===== src/rtl/alu_pkg.sv =====
// Shared ALU constants for the adder datapath.
// Width defaults and add/sub encodings of the i_sub control bit.
package alu_pkg;

  localparam int ALU_WIDTH  = 32;
  localparam int ALU_STAGES = 4;

  localparam logic ALU_OP_ADD = 1'b0;
  localparam logic ALU_OP_SUB = 1'b1;

endpackage


===== src/rtl/adder_chunk.sv =====
// Combinational CHUNK-bit ripple slice of the pipelined adder.
// Also reports the carry into its MSB for signed overflow.
module adder_chunk #(
  parameter int CHUNK = 8
) (
  input  logic [CHUNK-1:0] a,
  input  logic [CHUNK-1:0] b,
  input  logic             cin,
  output logic [CHUNK-1:0] sum,
  output logic             cout,
  output logic             cmsb
);

  assign {cout, sum} = {1'b0, a} + {1'b0, b} + {{CHUNK{1'b0}}, cin};

  // Carry into the MSB recovered from the MSB sum bit.
  assign cmsb = a[CHUNK-1] ^ b[CHUNK-1] ^ sum[CHUNK-1];

endmodule


===== src/rtl/pipelined_adder.sv =====
// Pipelined WIDTH-bit add/sub, one CHUNK slice per stage.
// Valid/ready on both sides; the whole pipe advances as one.
module pipelined_adder
  import alu_pkg::*;
#(
  parameter int WIDTH  = ALU_WIDTH,
  parameter int STAGES = ALU_STAGES
) (
  input  logic             i_clk,
  input  logic             i_reset_n,
  input  logic             i_valid,
  output logic             o_ready,
  input  logic [WIDTH-1:0] i_a,
  input  logic [WIDTH-1:0] i_b,
  input  logic             i_c,
  input  logic             i_sub,
  output logic             o_valid,
  input  logic             i_ready,
  output logic [WIDTH-1:0] o_o,
  output logic             o_c,
  output logic             o_v,
  output logic             o_z
);

  localparam int CHUNK = WIDTH / STAGES;
  localparam int L     = STAGES - 1;

  if ((STAGES < 1) || (WIDTH % STAGES != 0)) begin : g_bad_cfg
    $error("pipelined_adder: WIDTH must be a multiple of STAGES");
  end

  logic             adv;
  logic [WIDTH-1:0] b_eff;
  logic             cin;

  logic             vld_q [STAGES];
  logic [WIDTH-1:0] a_q   [STAGES];
  logic [WIDTH-1:0] b_q   [STAGES];
  logic [WIDTH-1:0] s_q   [STAGES];
  logic             cy_q  [STAGES];
  logic             sub_q [STAGES];

  logic             vld_d [STAGES];
  logic [WIDTH-1:0] a_d   [STAGES];
  logic [WIDTH-1:0] b_d   [STAGES];
  logic [WIDTH-1:0] s_d   [STAGES];
  logic [WIDTH-1:0] s_n   [STAGES];
  logic             cy_d  [STAGES];
  logic             sub_d [STAGES];

  logic [CHUNK-1:0] sum_c  [STAGES];
  logic             cout_c [STAGES];
  logic             cm_c   [STAGES];

  logic oc_q;
  logic ov_q;
  logic oz_q;

  assign b_eff = (i_sub == ALU_OP_SUB) ? ~i_b : i_b;
  assign cin   = (i_sub == ALU_OP_ADD) ? i_c : ~i_c;

  assign adv     = ~vld_q[L] | i_ready;
  assign o_ready = adv;
  assign o_valid = vld_q[L];
  assign o_o     = s_q[L];
  assign o_c     = oc_q;
  assign o_v     = ov_q;
  assign o_z     = oz_q;

  // Stage k sees the inputs for k=0, else the skew regs of stage k-1.
  always_comb begin
    vld_d[0] = i_valid;
    a_d[0]   = i_a;
    b_d[0]   = b_eff;
    s_d[0]   = '0;
    cy_d[0]  = cin;
    sub_d[0] = i_sub;
    for (int k = 1; k < STAGES; k++) begin
      vld_d[k] = vld_q[k-1];
      a_d[k]   = a_q[k-1];
      b_d[k]   = b_q[k-1];
      s_d[k]   = s_q[k-1];
      cy_d[k]  = cy_q[k-1];
      sub_d[k] = sub_q[k-1];
    end
    for (int k = 0; k < STAGES; k++) begin
      s_n[k] = s_d[k];
      s_n[k][k*CHUNK +: CHUNK] = sum_c[k];
    end
  end

  for (genvar k = 0; k < STAGES; k++) begin : g_stage
    adder_chunk #(
      .CHUNK (CHUNK)
    ) u_chunk (
      .a    (a_d[k][k*CHUNK +: CHUNK]),
      .b    (b_d[k][k*CHUNK +: CHUNK]),
      .cin  (cy_d[k]),
      .sum  (sum_c[k]),
      .cout (cout_c[k]),
      .cmsb (cm_c[k])
    );
  end

  always_ff @(posedge i_clk or negedge i_reset_n) begin
    if (!i_reset_n) begin
      for (int k = 0; k < STAGES; k++) begin
        vld_q[k] <= 1'b0;
        a_q[k]   <= '0;
        b_q[k]   <= '0;
        s_q[k]   <= '0;
        cy_q[k]  <= 1'b0;
        sub_q[k] <= 1'b0;
      end
      oc_q <= 1'b0;
      ov_q <= 1'b0;
      oz_q <= 1'b0;
    end else if (adv) begin
      for (int k = 0; k < STAGES; k++) begin
        vld_q[k] <= vld_d[k];
        a_q[k]   <= a_d[k];
        b_q[k]   <= b_d[k];
        s_q[k]   <= s_n[k];
        cy_q[k]  <= cout_c[k];
        sub_q[k] <= sub_d[k];
      end
      // Flags are registered with the last slice, so no extra latency.
      oc_q <= (sub_d[L] == ALU_OP_SUB) ? ~cout_c[L] : cout_c[L];
      ov_q <= cout_c[L] ^ cm_c[L];
      oz_q <= (s_n[L] == '0);
    end
  end

endmodule


===== config.mk =====
export PLATFORM = sky130hd
export DESIGN_NAME = pipelined_adder
export DESIGN_NICKNAME = d
export VERILOG_FILES = /design/src/rtl/alu_pkg.sv /design/src/rtl/adder_chunk.sv /design/src/rtl/pipelined_adder.sv
export SDC_FILE = /design/constraint.sdc
export NUM_CORES = 1
export LEC_CHECK = 0
export ABC_AREA = 0
export CORE_MARGIN = 2
export CORE_UTILIZATION = 50
export CTS_CLUSTER_DIAMETER = 200
export DETAILED_ROUTE_END_ITERATION = 8
export PLACE_DENSITY = 0.86
export SYNTH_ARGS = -nofsm -noshare
export SYNTH_HDL_FRONTEND = slang
export SYNTH_SLANG_ARGS = --single-unit

===== constraint.sdc =====
create_clock -name i_clk -period 2.05 [get_ports i_clk]
set_input_delay 0.5125 -clock i_clk [delete_from_list [all_inputs] [get_ports i_clk]]
set_output_delay 0.5125 -clock i_clk [all_outputs]
set_load 0.02 [all_outputs]

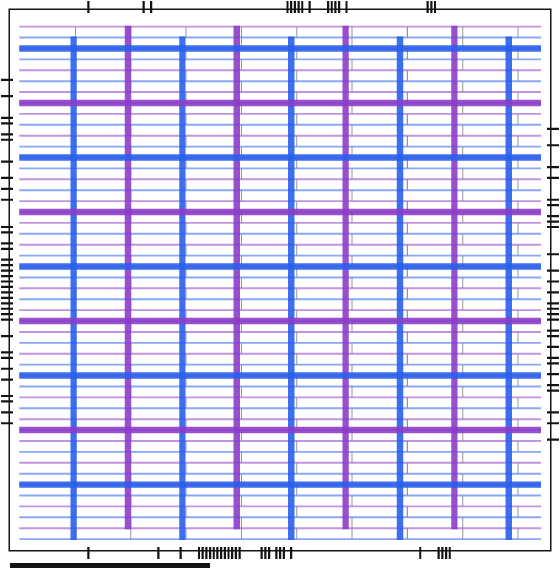
(images/floorplan.png)
Bar = 50 um. Pins as bars on the die edge. Tap cells in gray.
| color | net |
|---|---|
| purple | VDD |
| blue | VSS |
tap cells: 220
signal pins: 107
die height: 134.7 um
DIE WIDTH: 134.7 um
VDD IR max: 0.7518 mV
core area: 16640 um2

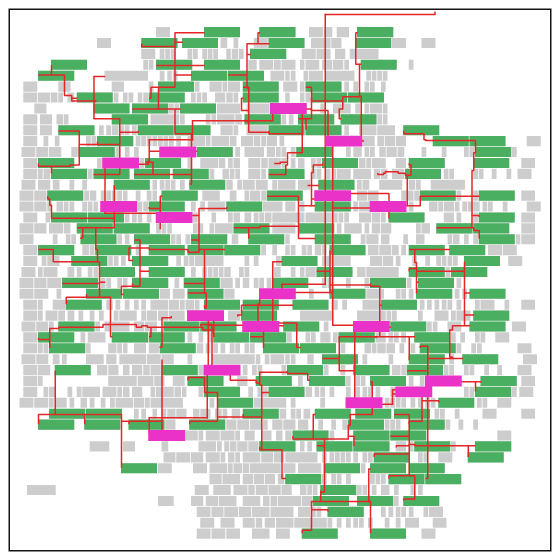
(images/clock_wires.png)
[green] flip-flops | count: 189
[red] clock wires | length: 1990 um
[magenta] clock-net drivers | count: 17
flops lie: all over the die
worst-skew pair later-pin latency: 0.43 ns
Final Skew: 0.01315 ns
Clock group: 0.00320 W
Clock power frac: 18.8%

==> run summary <==
Post-route cell area: 10850 um2
DR DRC count: 0
Max_cap viols: 0
Most used cell along the critical path: fa_2
Crit Path Category: input pin to register
CP delay by family, top: AND-OR/OR-AND gates
Worst path depth: 10
Multi-In Gates: 689
Share of the synthesized area in the top cell type: 55.36%
Gr ovfl total: 0
Final ANT Viol Nets: 0
Non-clock inverter count in the final layout: 23
Failing checks: setup timing
Worst reg-to-reg setup slack: -0.06 ns
Post-synth top flop: dfrtp_1
Yosys cell types: 36
Net Count, Synth: 1052
Post_cts resized: 45
Area grow syn2layout: 27.05%
Wl on met1: 8.392 mm
Wire length per cell: 14.23 um
Crit path largest cell delay: 0.38 ns
Register area share after synthesis: 55.36%
Top Layer Used: met4
Asr flop ratio synth: 100.0%
Flip-flop and latch share of the layout cell area: 43.57%
Num CTS Buffers: 17
Wire length on met3: 758 um
Most frequent cells in the layout: 430 x nand2_1, 189 x dfrtp_1, 98 x clkdlybuf4s50_1
DR vias: 6587
Run status: finished with violations
Antenna violations before repair: 0
Worst path cell trace: buf_12 > xor2_2 > fa_2 > fa_2 > a21o_1 > a21oi_2 > buf_4 > o21bai_1 > a211oi_2 > o31ai_4
CTS tree: built
Hold Vio Cnt, Final: 0
Setup bufs post-CTS: 5
Xor/xnor share: 5.228%
Max-slew headroom: 67.76%
Logic share of the area: 34.40%
Pre-CTS setup slack: -0.9495 ns
Pwr Density: 1571 nW/um2
Gp weighted congestion: 0.8676
Slack of the critical path: -0.08949 ns
Clk slew on worst S/H paths: 0.07 ns
Synthesis area per yosys: 8543 um2
Data buffer area share: 13.44%
Min-delay worst type: input pin to asynchronous set/reset pin
Final setup viols: 8
DP Cell Count: 1259
Core Rows: 47
Area leader, netlist: dfrtp_1
Largest class: sequential cells
Syn_area_per_cell: 9.031 um2
First-pass GRT wire length: 31.51 mm
Mux contribution to synthesized area: 0.1318%
Gate Area: 3734 um2
Chip area: 18150 um2
Ant. Diodes: 0
Simple-Gate Area Share: 22.76%
Net count, final: 1172
DP Wirelength: 12.46 mm
Fmax achieved: 0.4674 GHz
CLK BUF: 19
Layout cells sized above 1: 11.23%
Fin cells: 1297
Mapped Area: 8543 um2
Port-buffer cells: 106
Largest net degree at the start of global routing: 76
Crit path buffers/inverters: 2
Worst Setup SP: i_sub
Non-CTS buffers: 146
Iteration-0 DRC Markers: 485
Floorplan utilization: 51.33%
Most numerous logic cell after layout: nand2_1
FF-to-FF path depth: 8
Synth Instances: 946
DR WL met2: 8.947 mm
Cells in synth_stat.txt: 946
Tool warning count: 29
Count leader, synth: nand2_1
Post-Place Cell Area: 10040 um2
Adder Share, Synth: 5.975%
Setup tns final: -0.3336 ns
Number of fill cells in the layout: 1279
Tapcells: 220
Seq cells: 189
Drt total wl: 18.46 mm
Clk tree area frac: 5.233%
Final min period: 2.139 ns
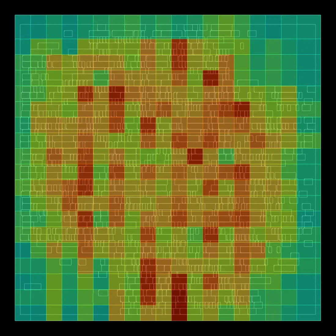
(images/congestion_map.png)
Total GRT Usage: 21.85%
GRT busiest layer: met2
met3 GRT Util: 3.829%
Core Util, Final: 65.22%

==> report_power, final <==
| group | internal, W | switching (W) |
|---|---|---|
| logic | 0.00337 | 0.00400 |
| registers | 0.00540 | 0.00108 |
| clock network | 0.00181 | 0.00140 |
| total | 0.0106 | 0.00648 |
==> worst min-delay path by stage <==
stage,to,slack [ns],cells past startpoint
final,b_d[72],0.02,1
after CTS,b_d[73],0.03,1
after floorplan,a_d[24],0.22,0
after global placement,vld_d[0],0.44,2
after detailed placement,vld_d[0],0.45,2
after global routing,b_d[72],0.04,1
==> layer usage <==
metal	GRT usage, %	vias up
li1	-	3247
met1	30.58	3160
met2	35.05	153
met3	3.829	27
met4	7.018	0
met5	0	-
Power is estimated from default activity; no workload was simulated.
